**src/rtl/vend_ctrl_if.sv**
```systemverilog
// vend_ctrl_if: bundles the raw machine inputs and the controller outputs
// (display driver inputs, dispense strobe, change-return handshake).
//   master - drives buttons/coins/power, observes controller outputs
//   slave  - the controller side
interface vend_ctrl_if;
    logic       power_sw;
    logic       start_btn;
    logic       coin_half;
    logic       coin_1;
    logic       coin_5;
    logic       coin_10;
    logic [1:0] price_sel;
    logic       buy_btn;
    logic       cancel_btn;

    logic       light;
    logic       op_start;
    logic [9:0] coin_val;
    logic       dispense;
    logic [9:0] change_out;
    logic       change_valid;
    logic       coin_reject;
    logic       short_funds;

    modport master (
        output power_sw, start_btn, coin_half, coin_1, coin_5, coin_10,
               price_sel, buy_btn, cancel_btn,
        input  light, op_start, coin_val, dispense, change_out,
               change_valid, coin_reject, short_funds
    );

    modport slave (
        input  power_sw, start_btn, coin_half, coin_1, coin_5, coin_10,
               price_sel, buy_btn, cancel_btn,
        output light, op_start, coin_val, dispense, change_out,
               change_valid, coin_reject, short_funds
    );
endinterface

```
**src/rtl/vend_ctrl.sv**
```systemverilog
// vend_ctrl: vending-machine transaction controller feeding the 8-digit
// seven-segment display driver. Credit is held in half-yuan units.
// Ports:
//   clk   - system clock
//   reset - synchronous, active-high reset
//   bus   - vend_ctrl_if.slave: raw buttons/coins/power in; light, op_start,
//           coin_val, dispense, change_out/change_valid, coin_reject and
//           short_funds out (all registered).
module vend_ctrl #(
    parameter int PRICE0       = 5,
    parameter int PRICE1       = 7,
    parameter int PRICE2       = 10,
    parameter int PRICE3       = 20,
    parameter int MAX_VAL      = 999,
    parameter int DISP_CYCLES  = 4,
    parameter int IDLE_TIMEOUT = 1000
) (
    input  logic      clk,
    input  logic      reset,
    vend_ctrl_if.slave bus
);
    typedef enum logic [2:0] {
        S_OFF     = 3'd0,
        S_HELLO   = 3'd1,
        S_COLLECT = 3'd2,
        S_VEND    = 3'd3,
        S_REFUND  = 3'd4
    } state_t;

    localparam int IDLE_W = $clog2(IDLE_TIMEOUT + 1);
    // Counter only needs to hold DISP_CYCLES-1.
    localparam int DISP_W = (DISP_CYCLES > 1) ? $clog2(DISP_CYCLES) : 1;

    localparam int B_START  = 0;
    localparam int B_HALF   = 1;
    localparam int B_C1     = 2;
    localparam int B_C5     = 3;
    localparam int B_C10    = 4;
    localparam int B_BUY    = 5;
    localparam int B_CANCEL = 6;

    // Inputs are registered once before edge detection, which gives the
    // one-cycle input-to-decision latency and keeps price_sel aligned with
    // the buy edge it belongs to.
    logic [6:0]        in_d, in_q, prev_q, edge_w;
    logic              pwr_q;
    logic [1:0]        sel_q;

    state_t            state_q, state_d;
    logic [DISP_W-1:0] disp_cnt_q, disp_cnt_d;
    logic [IDLE_W-1:0] idle_q, idle_d;
    logic [9:0]        credit_d;
    logic [9:0]        price;
    logic [9:0]        coin_sum;
    logic [10:0]       coin_total;
    logic              reject_ev, short_ev;

    logic              light_q, light_d;
    logic              op_start_q, op_start_d;
    logic [9:0]        coin_val_q, coin_val_d;
    logic              dispense_q, dispense_d;
    logic [9:0]        change_out_q, change_out_d;
    logic              change_valid_q, change_valid_d;
    logic              coin_reject_q, coin_reject_d;
    logic              short_funds_q, short_funds_d;

    always_comb begin
        in_d = {bus.cancel_btn, bus.buy_btn, bus.coin_10, bus.coin_5,
                bus.coin_1, bus.coin_half, bus.start_btn};
    end

    for (genvar gi = 0; gi < 7; gi++) begin : g_edge
        assign edge_w[gi] = in_q[gi] & ~prev_q[gi];
    end

    always_comb begin
        case (sel_q)
            2'd0:    price = 10'(PRICE0);
            2'd1:    price = 10'(PRICE1);
            2'd2:    price = 10'(PRICE2);
            default: price = 10'(PRICE3);
        endcase
    end

    // All coin edges of one cycle are accepted or refused together; the
    // 11-bit total can never wrap.
    always_comb begin
        coin_sum = 10'(edge_w[B_HALF])
                 + (edge_w[B_C1]  ? 10'd2  : 10'd0)
                 + (edge_w[B_C5]  ? 10'd10 : 10'd0)
                 + (edge_w[B_C10] ? 10'd20 : 10'd0);
        coin_total = {1'b0, coin_val_q} + {1'b0, coin_sum};
    end

    // State and output registers. During reset the edge-detect history
    // tracks the live inputs so a level held through reset is not an edge.
    always_ff @(posedge clk) begin
        if (reset) begin
            in_q           <= in_d;
            prev_q         <= in_d;
            pwr_q          <= bus.power_sw;
            sel_q          <= bus.price_sel;
            state_q        <= S_OFF;
            disp_cnt_q     <= '0;
            idle_q         <= '0;
            light_q        <= 1'b0;
            op_start_q     <= 1'b0;
            coin_val_q     <= '0;
            dispense_q     <= 1'b0;
            change_out_q   <= '0;
            change_valid_q <= 1'b0;
            coin_reject_q  <= 1'b0;
            short_funds_q  <= 1'b0;
        end else begin
            in_q           <= in_d;
            prev_q         <= in_q;
            pwr_q          <= bus.power_sw;
            sel_q          <= bus.price_sel;
            state_q        <= state_d;
            disp_cnt_q     <= disp_cnt_d;
            idle_q         <= idle_d;
            light_q        <= light_d;
            op_start_q     <= op_start_d;
            coin_val_q     <= coin_val_d;
            dispense_q     <= dispense_d;
            change_out_q   <= change_out_d;
            change_valid_q <= change_valid_d;
            coin_reject_q  <= coin_reject_d;
            short_funds_q  <= short_funds_d;
        end
    end

    // Next-state logic. Inside COLLECT the if-chain order encodes the
    // priority power loss > cancel > buy > coins > idle timing.
    always_comb begin
        state_d    = state_q;
        credit_d   = coin_val_q;
        disp_cnt_d = disp_cnt_q;
        idle_d     = '0;
        reject_ev  = 1'b0;
        short_ev   = 1'b0;
        case (state_q)
            S_OFF: begin
                credit_d = '0;
                if (pwr_q) state_d = S_HELLO;
            end
            S_HELLO: begin
                credit_d = '0;
                if (!pwr_q)                state_d = S_OFF;
                else if (edge_w[B_START])  state_d = S_COLLECT;
            end
            S_COLLECT: begin
                if (!pwr_q) begin
                    state_d = (coin_val_q != '0) ? S_REFUND : S_OFF;
                end else if (edge_w[B_CANCEL]) begin
                    state_d = (coin_val_q != '0) ? S_REFUND : S_HELLO;
                end else if (edge_w[B_BUY]) begin
                    if (coin_val_q >= price) begin
                        credit_d   = coin_val_q - price;
                        state_d    = S_VEND;
                        disp_cnt_d = DISP_W'(DISP_CYCLES - 1);
                    end else begin
                        short_ev = 1'b1;
                    end
                end else if (coin_sum != '0) begin
                    if (coin_total <= 11'(MAX_VAL)) credit_d  = coin_total[9:0];
                    else                            reject_ev = 1'b1;
                end else if ((coin_val_q == '0) && (edge_w == '0)) begin
                    if (idle_q == IDLE_W'(IDLE_TIMEOUT - 1)) state_d = S_HELLO;
                    else                                      idle_d  = idle_q + IDLE_W'(1);
                end
            end
            S_VEND: begin
                // Power loss is only acted on once the item has been released.
                if (disp_cnt_q == '0) begin
                    if (pwr_q)                  state_d = S_COLLECT;
                    else if (coin_val_q != '0)  state_d = S_REFUND;
                    else                        state_d = S_OFF;
                end else begin
                    disp_cnt_d = disp_cnt_q - DISP_W'(1);
                end
            end
            S_REFUND: begin
                credit_d = '0;
                state_d  = pwr_q ? S_HELLO : S_OFF;
            end
            default: begin
                credit_d = '0;
                state_d  = S_OFF;
            end
        endcase
    end

    // Outputs are decoded from the next state so the registered outputs
    // line up with the state they describe.
    always_comb begin
        light_d        = (state_d != S_OFF);
        op_start_d     = (state_d == S_COLLECT) || (state_d == S_VEND) ||
                         (state_d == S_REFUND);
        dispense_d     = (state_d == S_VEND);
        change_valid_d = (state_d == S_REFUND);
        // Entering REFUND the credit register still holds the amount owed.
        change_out_d   = change_valid_d ? coin_val_q : '0;
        coin_val_d     = change_valid_d ? '0 : credit_d;
        coin_reject_d  = reject_ev;
        short_funds_d  = short_ev;
    end

    assign bus.light        = light_q;
    assign bus.op_start     = op_start_q;
    assign bus.coin_val     = coin_val_q;
    assign bus.dispense     = dispense_q;
    assign bus.change_out   = change_out_q;
    assign bus.change_valid = change_valid_q;
    assign bus.coin_reject  = coin_reject_q;
    assign bus.short_funds  = short_funds_q;
endmodule

```
**src/flat_wrapper.sv**
```systemverilog
// flat-port wrapper written by rule: the top's interface ports become plain ports
module vend_ctrl_flat 
#(
    parameter int PRICE0       = 5,
    parameter int PRICE1       = 7,
    parameter int PRICE2       = 10,
    parameter int PRICE3       = 20,
    parameter int MAX_VAL      = 999,
    parameter int DISP_CYCLES  = 4,
    parameter int IDLE_TIMEOUT = 1000
)
  (clk, reset, bus_power_sw, bus_start_btn, bus_coin_half, bus_coin_1, bus_coin_5, bus_coin_10, bus_price_sel, bus_buy_btn, bus_cancel_btn, bus_light, bus_op_start, bus_coin_val, bus_dispense, bus_change_out, bus_change_valid, bus_coin_reject, bus_short_funds);
  vend_ctrl_if bus_i ();
  input  logic clk;
  input  logic reset;
  input wire logic [$bits(bus_i.power_sw)-1:0] bus_power_sw;
  input wire logic [$bits(bus_i.start_btn)-1:0] bus_start_btn;
  input wire logic [$bits(bus_i.coin_half)-1:0] bus_coin_half;
  input wire logic [$bits(bus_i.coin_1)-1:0] bus_coin_1;
  input wire logic [$bits(bus_i.coin_5)-1:0] bus_coin_5;
  input wire logic [$bits(bus_i.coin_10)-1:0] bus_coin_10;
  input wire logic [$bits(bus_i.price_sel)-1:0] bus_price_sel;
  input wire logic [$bits(bus_i.buy_btn)-1:0] bus_buy_btn;
  input wire logic [$bits(bus_i.cancel_btn)-1:0] bus_cancel_btn;
  output wire logic [$bits(bus_i.light)-1:0] bus_light;
  output wire logic [$bits(bus_i.op_start)-1:0] bus_op_start;
  output wire logic [$bits(bus_i.coin_val)-1:0] bus_coin_val;
  output wire logic [$bits(bus_i.dispense)-1:0] bus_dispense;
  output wire logic [$bits(bus_i.change_out)-1:0] bus_change_out;
  output wire logic [$bits(bus_i.change_valid)-1:0] bus_change_valid;
  output wire logic [$bits(bus_i.coin_reject)-1:0] bus_coin_reject;
  output wire logic [$bits(bus_i.short_funds)-1:0] bus_short_funds;
  assign bus_i.power_sw = bus_power_sw;
  assign bus_i.start_btn = bus_start_btn;
  assign bus_i.coin_half = bus_coin_half;
  assign bus_i.coin_1 = bus_coin_1;
  assign bus_i.coin_5 = bus_coin_5;
  assign bus_i.coin_10 = bus_coin_10;
  assign bus_i.price_sel = bus_price_sel;
  assign bus_i.buy_btn = bus_buy_btn;
  assign bus_i.cancel_btn = bus_cancel_btn;
  assign bus_light = bus_i.light;
  assign bus_op_start = bus_i.op_start;
  assign bus_coin_val = bus_i.coin_val;
  assign bus_dispense = bus_i.dispense;
  assign bus_change_out = bus_i.change_out;
  assign bus_change_valid = bus_i.change_valid;
  assign bus_coin_reject = bus_i.coin_reject;
  assign bus_short_funds = bus_i.short_funds;
  vend_ctrl #(.PRICE0(PRICE0), .PRICE1(PRICE1), .PRICE2(PRICE2), .PRICE3(PRICE3), .MAX_VAL(MAX_VAL), .DISP_CYCLES(DISP_CYCLES), .IDLE_TIMEOUT(IDLE_TIMEOUT)) u_core (.clk(clk), .reset(reset), .bus(bus_i));
endmodule
```
**config.mk**
```make
export PLATFORM = sky130hd
export DESIGN_NAME = vend_ctrl_flat
export DESIGN_NICKNAME = d
export VERILOG_FILES = /design/src/rtl/vend_ctrl_if.sv /design/src/rtl/vend_ctrl.sv /design/src/flat_wrapper.sv
export SDC_FILE = /design/constraint.sdc
export NUM_CORES = 1
export LEC_CHECK = 0
export ABC_CLOCK_PERIOD_IN_PS = 7300
export CORE_MARGIN = 2
export CORE_UTILIZATION = 45
export CTS_CLUSTER_SIZE = 30
export DETAILED_ROUTE_END_ITERATION = 8
export GPL_TIMING_DRIVEN = 0
export PLACE_DENSITY_LB_ADDON = 0.25
export RECOVER_POWER = 100
export SYNTH_ARGS = -nofsm -noshare
export SYNTH_HDL_FRONTEND = slang
export SYNTH_SLANG_ARGS = --single-unit
```
**constraint.sdc**
```tcl
create_clock -name clk -period 7.3 [get_ports clk]
set_input_delay 1.46 -clock clk [delete_from_list [all_inputs] [get_ports clk]]
set_output_delay 1.46 -clock clk [all_outputs]
set_load 0.02 [all_outputs]
```
==> notes.md, run 1 <==
The run has ended; figures from its reports follow.

The run finished with clean final reports. The synthesized-area fraction occupied by and/or/nand/nor cells came out at roughly 24%. The static leakage is approximately 1.6 nW. The post-layout minimum cycle time came out at around 4.2 ns. The multi-input gate share of total cell area is around 47%.

The max-slew headroom at the worst pin came out at between 40% and 50%. The switching component of the power came out at 0.179 mW. The kind of cell with the highest combined delay along the critical path is AND-OR/OR-AND gates. Among the stages of the critical path, the cell type that occurs most often is ha_1. The met1 routed wirelength after detailed routing came out at between 3 and 4 mm.

The final design utilization is between 50% and 60%. Per STA, the worst path is made up of and2b_1 -> ha_1 -> ha_1 -> xor2_1 -> ha_1 -> o21ai_0 -> o21bai_2 -> a21oi_1 -> nor3b_1 -> or3_2 -> o21ai_0 -> clkbuf_1 -> o31ai_1 -> a32o_1. The netlist area before placement is 3060 sq um.

Per the CTS log, the root buffer master is clkbuf_8. The clock network power consumption came out at 0.336 mW. Per the detail_route log, the uppermost layer with routed signals is met4. The most common logic cells in the final layout are 58 x dfxtp_1, 37 x nor2_1, 37 x dlygate4sd3_1.

The instance count after placement with tap cells included is ~450. The length of the first detailed-routing pass in iterations is 4. Non-clock buffers in the final layout number 47. The largest incremental delay on the critical path is 0.48 ns. The standard cell with the maximum stage delay on the critical path is or3_2. The part of the power in combinational logic came out at approximately 8.4%. The total clock buffers created by CTS is 9. met2 track demand over resource after global routing is a little under a third. The placed wire-length estimate after detailed placement is between 4 and 5 mm. For this run, the number of standard cells in the final layout without fillers is 469. The placed instances occupy a cell area of around 3500 sq um. TritonCTS built the clock tree.

The post-synthesis share of cell area spent on and-or and or-and gates came out at between 15 and 20%. In this run the worst setup path terminates at u_core.bus.coin_val[6]. In the final layout, the fill cell count is 608. The aggregate global-route resource usage is a little under a fifth. The top flip-flop cell by instance count after synthesis is dfxtp_1.

Looking at the hold checks, the worst path lands on u_core.idle_q[0]. The inverter count is 19. The cell count after synthesis came out at around 340.

The synthesized flop and latch total came out at about 58. The area taken by multi-input logic gates is ~1700 sq um. The largest cell class by area is combinational gates. The design has about 58 sequential cells. The portion of the post-synthesis area used by sequential elements came out at ~38%.

In the power breakdown, the internal column shows about 0.55 mW. The minimum setup slack among reg-to-reg paths is about 3.1 ns. The initial antenna violation count came out at 0. The share of cells above drive strength 1 came out at under 10%. The worst-path maximum fanout came out at 10.

The number of nets in the synthesized netlist is 370. Gates resized during post-CTS repair numbered 0. The pin count of the biggest net entering global routing came out at 13. The max capacitance violation total is 0.

The chip footprint came out at 7480 sq um. Setup slack closes at just over 3 ns. The relative area of non-clock buffer cells in the final design came out at between 10% and 20%. The I/O pin count is 38. The share of final layout cell area taken by clock buffers and inverters is between 6 and 7%. The via count of the first global-routing pass came to ~2.4k. The wire length on met2 came out at ~3.1 mm. The placer congestion estimate came out at 0.909.

In the synthesized netlist, the cells that appear most often are 58 x dfxtp_1, 37 x nor2_1, 20 x ha_1, 19 x inv_1, 16 x nand2_1. dfxtp_1 takes more of the synthesized area than any other cell. The largest vdd supply drop is about 0.14 mV. The commonest non-fill, non-tap cell in the layout is dfxtp_1.

The most frequently used library cell after synthesis is dfxtp_1. The area fraction of the largest cell type after synthesis is between 30% and 40%. The final layout reports a setup TNS of 0 ns.

The startpoint of the lowest-slack hold path is u_core.idle_q[0]. The area of all placed cells without fillers is approximately 3700 sq um. The dominant power group in this design is the clock network.

The count of final hold-check violations is 0. Data on the critical path arrives at its endpoint at approximately 4.5 ns. The number of cells traversed by the worst hold path is 1. The critical path endpoint has a required time of approximately 7.5 ns. Yosys shows that the main logic family after synthesis is simple AND/OR/NAND/NOR gates. The sequential group share of total power is between 40% and 50%.

The H-tree depth is 3. Along the critical path, the tally of buffer and inverter instances is 1. The sequential cell power is 0.327 mW.

The post-synthesis area per instance is between 9 and 10 sq um. The proportion of synthesized area in mux cells came out at 3.88%. met2 is the most crowded layer. The clock network power share is approximately 46%. The synthesis warning total came out at 0.

Ranked by total cell area, the synthesized netlist is headed by dfxtp_1 38%, ha_1 8.2%, nor2_1 4.5%, mux2_2 2.6%, xnor2_1 2.6%. The switching power share of the total is about a quarter. The wire length of the first global-routing pass came out at approximately 11 mm. Of the total synthesized cell area, the portion taken by full adders, half adders and majority gates is 9.48%.

The clock tree buffer depth came out at 2.
### Ports around the boundary, run 1

Drawn at 4 px/um. Pins as bars across the die edge, other pins in gray.
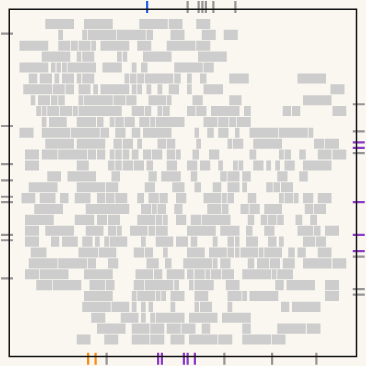
- purple: `bus_coin_val` (pins 10; direction output; edge 5 south, 5 east)
- blue: `bus_dispense` (pins 1; direction output; edge north)
- orange: `bus_price_sel` (pins 2; direction input; edge south)
floorplan die height: 86.5 um
die width: 86.5 um
PortBufs: 37

### Close-up of the layout, run 1

Region (36, 36) to (86, 86) um. Cells in gray, sequential cells in the stronger gray; small squares are vias.
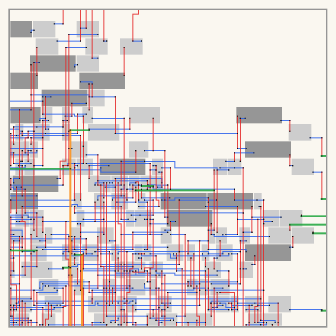
- green: metal 3
- orange: metal 4
- blue: metal 1
- red: metal 2
- netlist names of flops here include: `u_core.bus.change_out` (4), `u_core.bus.coin_val` (4), `u_core.disp_cnt_q` (2)
- cells with their middle in the window: 115
- sequential cells in the window: 14
- most frequent: dfxtp_1 (14), dlygate4sd3_1 (12), nor2_1 (9)

### Signal wires on met3, run 1

Drawn at 6 px/um.
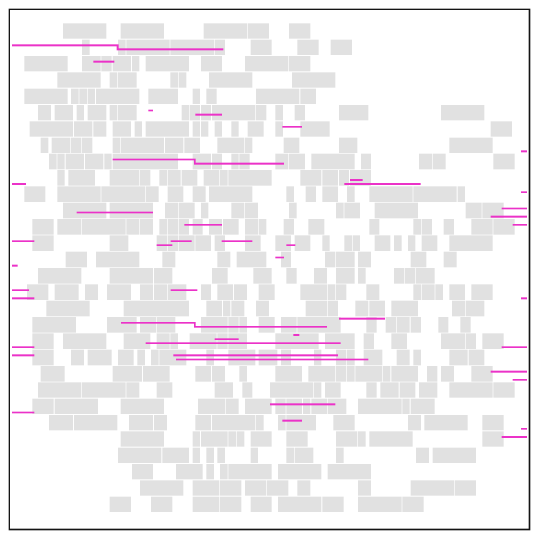
- longest straight run: 32.2 um
- main direction: horizontal
- wire length on this layer: 328 um
- nets with wire on the layer: 37
met3 layer usage reported by global route: 5.05%
total number of vias: 2,567
routed wire length: 6.66 mm

==> run 2: changes to the inputs <==
--- a/config.mk
+++ b/config.mk
@@ -5,7 +5,7 @@
 export SDC_FILE = /design/constraint.sdc
 export NUM_CORES = 1
 export LEC_CHECK = 0
-export ABC_CLOCK_PERIOD_IN_PS = 7300
+export ABC_CLOCK_PERIOD_IN_PS = 3450
 export CORE_MARGIN = 2
 export CORE_UTILIZATION = 45
 export CTS_CLUSTER_SIZE = 30
==> constraint.sdc (replaced) <==
create_clock -name clk -period 3.45 [get_ports clk]
set_input_delay 0.69 -clock clk [delete_from_list [all_inputs] [get_ports clk]]
set_output_delay 0.69 -clock clk [all_outputs]
set_load 0.02 [all_outputs]
==> notes.md, run 2 <==
The run has ended; figures from its reports follow.

The instance count after placement with tap cells included came to 453 (unchanged). The count of final hold-check violations is 0 (unchanged). The clock tree buffer depth is 2 (unchanged). The fraction of met2 tracks used by global routing is 30.8% (was 30.9%). The initial antenna violation count came to 0 (unchanged). Biggest area cells: dfxtp_1 38%, ha_1 8.2%, nor2_1 4.5%, mux2_2 2.6%, xnor2_1 2.6% (unchanged). The slew at the pin with the worst max-slew slack came out at 0.771 ns (was 0.770 ns). The busiest layer in global routing was met2 (unchanged). List of cells traversed by the critical path: and2b_2 -> ha_1 -> ha_1 -> xor2_2 -> ha_4 -> a21o_1 -> and2_1 -> or3_1 -> nand3_1 -> nor4_4 -> o21ai_2 -> buf_6 -> o31ai_1 -> a32o_1 (was and2b_1 -> ha_1 -> ha_1 -> xor2_1 -> ha_1 -> o21ai_0 -> o21bai_2 -> a21oi_1 -> nor3b_1 -> or3_2 -> o21ai_0 -> clkbuf_1 -> o31ai_1 -> a32o_1). The total clock buffers created by CTS is 9 (unchanged). The synthesis warning total came out at 0 (unchanged).

The switching power share of the total is 24.7% (about the same). The chip footprint is 7480 sq um (unchanged). The portion of the post-synthesis area used by sequential elements is 37.9% (unchanged). The largest vdd supply drop is 0.292 mV (was 0.138 mV). The pre-CTS setup slack came out at -0.0968 ns (was 3.75 ns). The wire length of the first global-routing pass is 11.2 mm (about the same). The sequential cell power came out at 0.691 mW (was 0.327 mW).

The setup total negative slack came out at 0 ns (unchanged). The number of cells traversed by the worst hold path is 1 (unchanged). The area of all placed cells without fillers came out at 3800 sq um (was 3710 sq um). Most numerous logic cells after layout: 58 x dfxtp_1, 37 x nor2_1, 37 x dlygate4sd3_1 (unchanged). The root cell of the clock tree is clkbuf_8 (unchanged). The critical path buffer and inverter count came out at 1 (unchanged). The most frequent cell after synthesis was dfxtp_1 (unchanged). The share of final layout cell area taken by clock buffers and inverters came out at 5.93% (was 6.07%). The biggest power consumer among the groups is the clock network (unchanged). The part of the power in combinational logic came out at 8.9% (was 8.4%). The most repeated library cell on the critical path was ha_1 (unchanged). The end point of the most critical hold path was u_core.idle_q[0] (unchanged). The H-tree depth is 3 (unchanged). The largest incremental delay on the critical path came out at 0.37 ns (was 0.48 ns). The final design utilization is 56.9% (was 55.5%). The tally of filler cells in the layout is 599 (was 608). The met1 routed wirelength after detailed routing came out at 3.19 mm (was 3.10 mm).

The TritonCTS clock tree is done (unchanged). The kind of cell with the highest combined delay on the critical path is simple AND/OR/NAND/NOR gates (was AND-OR/OR-AND gates). The total of cells resized after clock tree synthesis is 2 (was 0). The cell count after synthesis came out at 336 (unchanged). The total of buffers placed on input and output ports was 37 (unchanged).

The post-layout minimum cycle time is 3.30 ns (was 4.21 ns). The inverter count came out at 19 (unchanged). The mean number of vias per cell was 5.52 (was 5.47). The antenna diode instance count was 0 (unchanged).

The non-filler instance count after layout is 471 (was 469). The horizontal extent of the die came out at 86.5 um (unchanged). The net count after synthesis came out at 370 (unchanged). The cell type taking the most area was combinational gates (unchanged). The via count of the first global-routing pass is 2,429 (was 2,432). The cell taking the most area after synthesis is dfxtp_1 (unchanged). The clock network power share was 46.2% (was 46.4%). The clock network power consumption is 0.711 mW (was 0.336 mW). The die outline height came out at 86.5 um (unchanged).

The minimum setup slack among reg-to-reg paths is 0.15 ns (was 3.09 ns). The worst endpoint data arrival time is 3.53 ns (was 4.45 ns). The final sequential cell count came out at 58 (unchanged).

The share of cells above drive strength 1 came out at 12.8% (was 9.51%). Most frequent cells after synthesis: 58 x dfxtp_1, 37 x nor2_1, 20 x ha_1, 19 x inv_1, 16 x nand2_1 (unchanged). The proportion of synthesized area in mux cells is 3.88% (unchanged). The top cell type's share of synthesized area is 37.9% (unchanged). The internal portion of total power is 1.16 mW (was 0.545 mW).

The standard cell with the maximum stage delay on the critical path was or3_1 (was or3_2). The worst-case setup margin in the final layout came out at 0.155 ns (was 3.09 ns). The largest clock skew in the final design came to 0.00819 ns (was 0.00979 ns).

The tally of clock buffers in the finished layout is 9 (unchanged). The wire length on met2 is 3.22 mm (was 3.13 mm). The worst-path maximum fanout is 10 (unchanged).

Run status: completed (unchanged). The post-synthesis share of cell area spent on and-or and or-and gates came out at 15.7% (unchanged). The post-synthesis area per instance came out at 9.11 sq um (unchanged).

The layout buffer count excluding clock buffers is 49 (was 47). The termination of the worst setup path is u_core.bus.coin_val[6] (unchanged). The area taken by multi-input logic gates is 1800 sq um (was 1730 sq um).

The sequential group share of total power was 44.9% (was 45.1%). The max capacitance violation total came out at 0 (unchanged). The placer congestion estimate is 0.909 (unchanged). The placed wire-length estimate after detailed placement came out at 5.00 mm (unchanged). The maximum frequency from static timing analysis is 0.303 GHz (was 0.237 GHz).

The required time at the endpoint of the critical path came out at 3.68 ns (was 7.54 ns). The synthesized flop and latch total came out at 58 (unchanged). The max-slew headroom at the worst pin came to 48.5% (was 48.6%). The commonest non-fill, non-tap cell in the layout is dfxtp_1 (unchanged). The pin count of the biggest net entering global routing came out at 13 (unchanged).

The total power per unit cell area is 405 nW/um^2 (was 195 nW/um^2). The I/O pin count came to 38 (unchanged). The switching component of the power came out at 0.380 mW (was 0.179 mW). The synthesized-area fraction occupied by and/or/nand/nor cells came to 24.3% (unchanged).

The static leakage was 1.63 nW (was 1.60 nW). The highest routing layer actually used is met4 (unchanged). The post-synthesis adder-cell area fraction is 9.48% (unchanged). The cell area after placement is 3530 sq um (unchanged). The relative area of non-clock buffer cells in the final design is 11.6% (was 11.3%). The category of the most critical setup path is register to register (unchanged). The met3 routing resource usage after global routing came out at 5.05% (unchanged).

The startpoint of the lowest-slack hold path was u_core.idle_q[0] (unchanged). The multi-input gate share of total cell area is 47.4% (was 46.7%). The main logic family after synthesis is simple AND/OR/NAND/NOR gates (unchanged). The netlist area before placement came to 3060 sq um (unchanged). The kind of end point of the critical path is a register (unchanged).

The length of the first detailed-routing pass in iterations is 5 (was 4). The top flip-flop cell by instance count after synthesis is dfxtp_1 (unchanged). The aggregate global-route resource usage is 19.1% (about the same).
### Signal wires on met3, run 2

Drawn at 6 px/um.
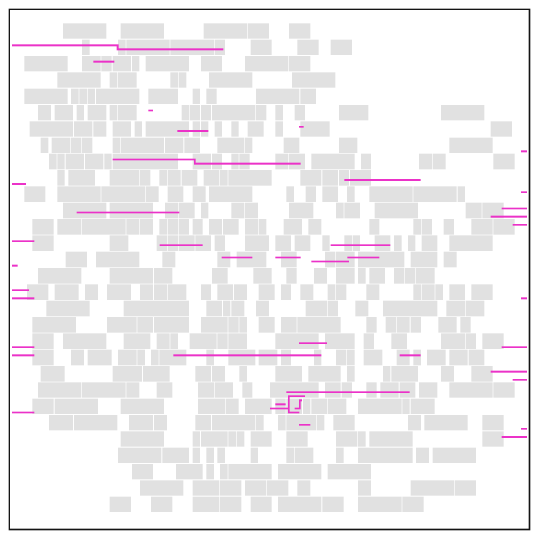
total number of vias: 2,599
routed wire length: 6.78 mm

### Ports around the boundary, run 2

Drawn at 4 px/um. Pins as bars across the die edge, other pins in gray.
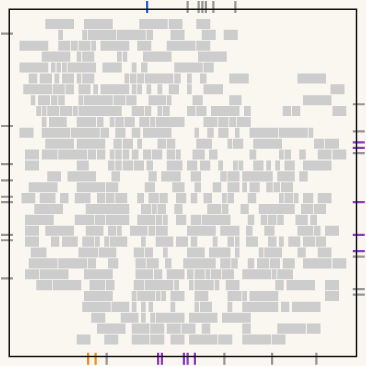
- blue: `bus_dispense` (pins 1; direction output; edge north)
- purple: `bus_coin_val` (pins 10; direction output; edge 5 south, 5 east)
- orange: `bus_price_sel` (pins 2; direction input; edge south)
- all pins by edge: 11 south, 11 east, 9 west, 7 north

### Close-up of the layout, run 2

Region (36, 36) to (86, 86) um. Cells in gray, sequential cells in the stronger gray; small squares are vias.
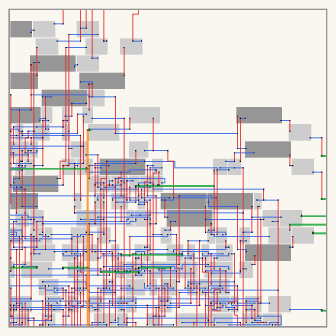

==> run 3: changes to the inputs <==
--- a/config.mk
+++ b/config.mk
@@ -5,12 +5,14 @@
 export SDC_FILE = /design/constraint.sdc
 export NUM_CORES = 1
 export LEC_CHECK = 0
-export ABC_CLOCK_PERIOD_IN_PS = 3450
+export ABC_AREA = 1
+export ABC_CLOCK_PERIOD_IN_PS = 2750
 export CORE_MARGIN = 2
 export CORE_UTILIZATION = 45
 export CTS_CLUSTER_SIZE = 30
 export DETAILED_ROUTE_END_ITERATION = 8
 export GPL_TIMING_DRIVEN = 0
+export HOLD_SLACK_MARGIN = 0.1
 export PLACE_DENSITY_LB_ADDON = 0.25
 export RECOVER_POWER = 100
 export SYNTH_ARGS = -nofsm -noshare
==> constraint.sdc (replaced) <==
create_clock -name clk -period 2.75 [get_ports clk]
set_input_delay 0.55 -clock clk [delete_from_list [all_inputs] [get_ports clk]]
set_output_delay 0.55 -clock clk [all_outputs]
set_load 0.02 [all_outputs]
==> notes.md, run 3 <==
The run has ended; figures from its reports follow.

The non-filler instance count after layout is 609 (was 471). Run status: finished, violations left (was completed). The I/O pin count came out at 38 (unchanged). The internal portion of total power is 1.31 mW (was 1.16 mW). The synthesized flop and latch total came out at 58 (unchanged). The end point of the most critical hold path is u_core.disp_cnt_q[1] (was u_core.idle_q[0]). The area of all placed cells without fillers is 4150 sq um (was 3800 sq um). The wire length on met2 came to 4.01 mm (was 3.22 mm).

The critical path buffer and inverter count came out at 4 (was 1). The met1 routed wirelength after detailed routing came to 3.72 mm (was 3.19 mm). The minimum setup slack among reg-to-reg paths is -0.02 ns (was 0.15 ns). The static leakage came to 1.90 nW (was 1.63 nW). The slew at the pin with the worst max-slew slack came to 0.648 ns (was 0.771 ns). The instance count after placement with tap cells included came out at 583 (was 453).

The layout buffer count excluding clock buffers came out at 52 (was 49). The clock network power share is 38.2% (was 46.2%). The count of final hold-check violations is 0 (unchanged). The cell area after placement is 3670 sq um (was 3530 sq um). The standard cell with the maximum stage delay on the critical path is dfxtp_2 (was or3_1). The antenna diode instance count was 0 (unchanged). The highest routing layer actually used is met4 (unchanged). The via count of the first global-routing pass came out at 2,963 (was 2,429). The final reports fail on setup timing.

The chip footprint came out at 7770 sq um (was 7480 sq um). The placer congestion estimate is 0.930 (was 0.909). The final sequential cell count came out at 58 (unchanged).

The post-synthesis area per instance came out at 7.07 sq um (was 9.11 sq um). The setup violation total in the final timing report is 5 (was 0). The post-layout minimum cycle time is 2.77 ns (was 3.30 ns). The synthesized-area fraction occupied by and/or/nand/nor cells is 34.6% (was 24.3%). The mean number of vias per cell is 5.14 (was 5.52). The share of cells above drive strength 1 came out at 23.8% (was 12.8%). The portion of the post-synthesis area used by sequential elements is 36.4% (was 37.9%). The category of the most critical setup path is register to register (unchanged). Biggest area cells: dfxtp_1 36%, nand2_1 12%, ha_1 7.9%, nor2_1 7.8%, inv_1 6.6% (was dfxtp_1 38%, ha_1 8.2%, nor2_1 4.5%, mux2_2 2.6%, xnor2_1 2.6%). The part of the power in combinational logic came out at 13.2% (was 8.9%). The sequential cell power came out at 0.877 mW (was 0.691 mW).

The length of the first detailed-routing pass in iterations came out at 5 (unchanged). List of cells traversed by the critical path: inv_2 -> nor2_4 -> ha_4 -> ha_4 -> or2_0 -> nand2_1 -> inv_2 -> ha_4 -> nand2_4 -> inv_4 -> nand3_1 -> nand2_1 -> nand2_1 -> nand2_2 -> nand2_2 -> nor2_2 -> nand2_2 -> nand3_2 -> nand2_4 -> nand2_4 -> buf_8 -> nand2_2 -> nand2_2 -> nor2_2 (was and2b_2 -> ha_1 -> ha_1 -> xor2_2 -> ha_4 -> a21o_1 -> and2_1 -> or3_1 -> nand3_1 -> nor4_4 -> o21ai_2 -> buf_6 -> o31ai_1 -> a32o_1). The wire length of the first global-routing pass is 13.5 mm (was 11.2 mm).

The sequential group share of total power was 48.6% (was 44.9%). The worst endpoint data arrival time came to 3.01 ns (was 3.53 ns). The aggregate global-route resource usage came out at 22.8% (was 19.1%). The TritonCTS clock tree is done (unchanged).

The worst-case setup margin in the final layout is -0.0180 ns (was 0.155 ns). The biggest power consumer among the groups is registers (was the clock network). The cell taking the most area after synthesis is dfxtp_1 (unchanged). The initial antenna violation count came to 0 (unchanged). The main logic family after synthesis is simple AND/OR/NAND/NOR gates (unchanged). The most repeated library cell on the critical path is nand2_2 (was ha_1). The clock network power consumption is 0.690 mW (was 0.711 mW). The max-slew headroom at the worst pin is 56.8% (was 48.5%). The netlist area before placement came to 3190 sq um (was 3060 sq um).

The cell count after synthesis came out at 451 (was 336). The placed wire-length estimate after detailed placement came out at 5.87 mm (was 5.00 mm). The synthesis warning total is 0 (unchanged). The relative area of non-clock buffer cells in the final design is 11.5% (was 11.6%). The largest clock skew in the final design came out at 0.0104 ns (was 0.00819 ns). The switching component of the power was 0.500 mW (was 0.380 mW).

The top flip-flop cell by instance count after synthesis is dfxtp_1 (unchanged). The commonest non-fill, non-tap cell in the layout is nand2_1 (was dfxtp_1).
### The metal 4 layer, run 3

Drawn at 4 px/um. Supply wires on this layer in gray.
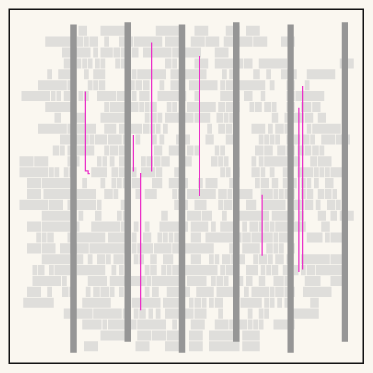
- wire length on this layer: 232 um
- share of all routed wire: 2.8%
- nets with wire on the layer: 7

### Signal wires on met3, run 3

Drawn at 6 px/um.
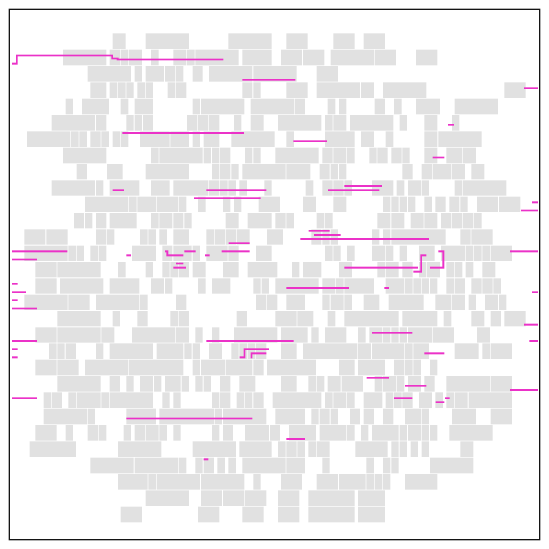
- wire length on this layer: 301 um
- main direction: horizontal
- nets with wire on the layer: 45
- share of all routed wire: 3.6%
- longest straight run: 21.2 um
total number of vias: 3,128
routed wire length: 8.26 mm
met3 layer usage reported by global route: 4.71%

### Ports around the boundary, run 3

Drawn at 4 px/um. Pins as bars across the die edge, other pins in gray.
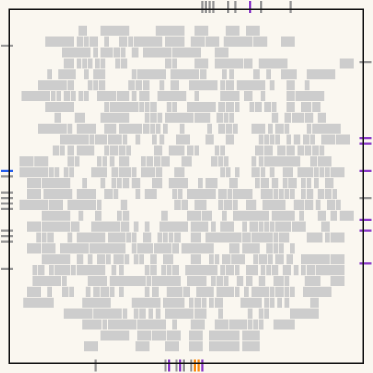
PortBufs: 36
floorplan die height: 88.2 um
die width: 88.2 um


==> gallery <==
Clock nets.
(a)
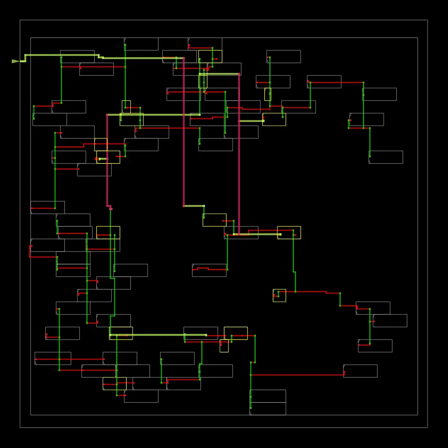
(b)
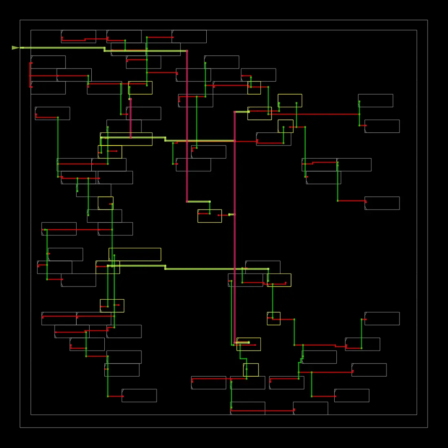
run 3: (a)
run 1: (b)

No activity file was given, so power comes from the tool's default toggle rates.
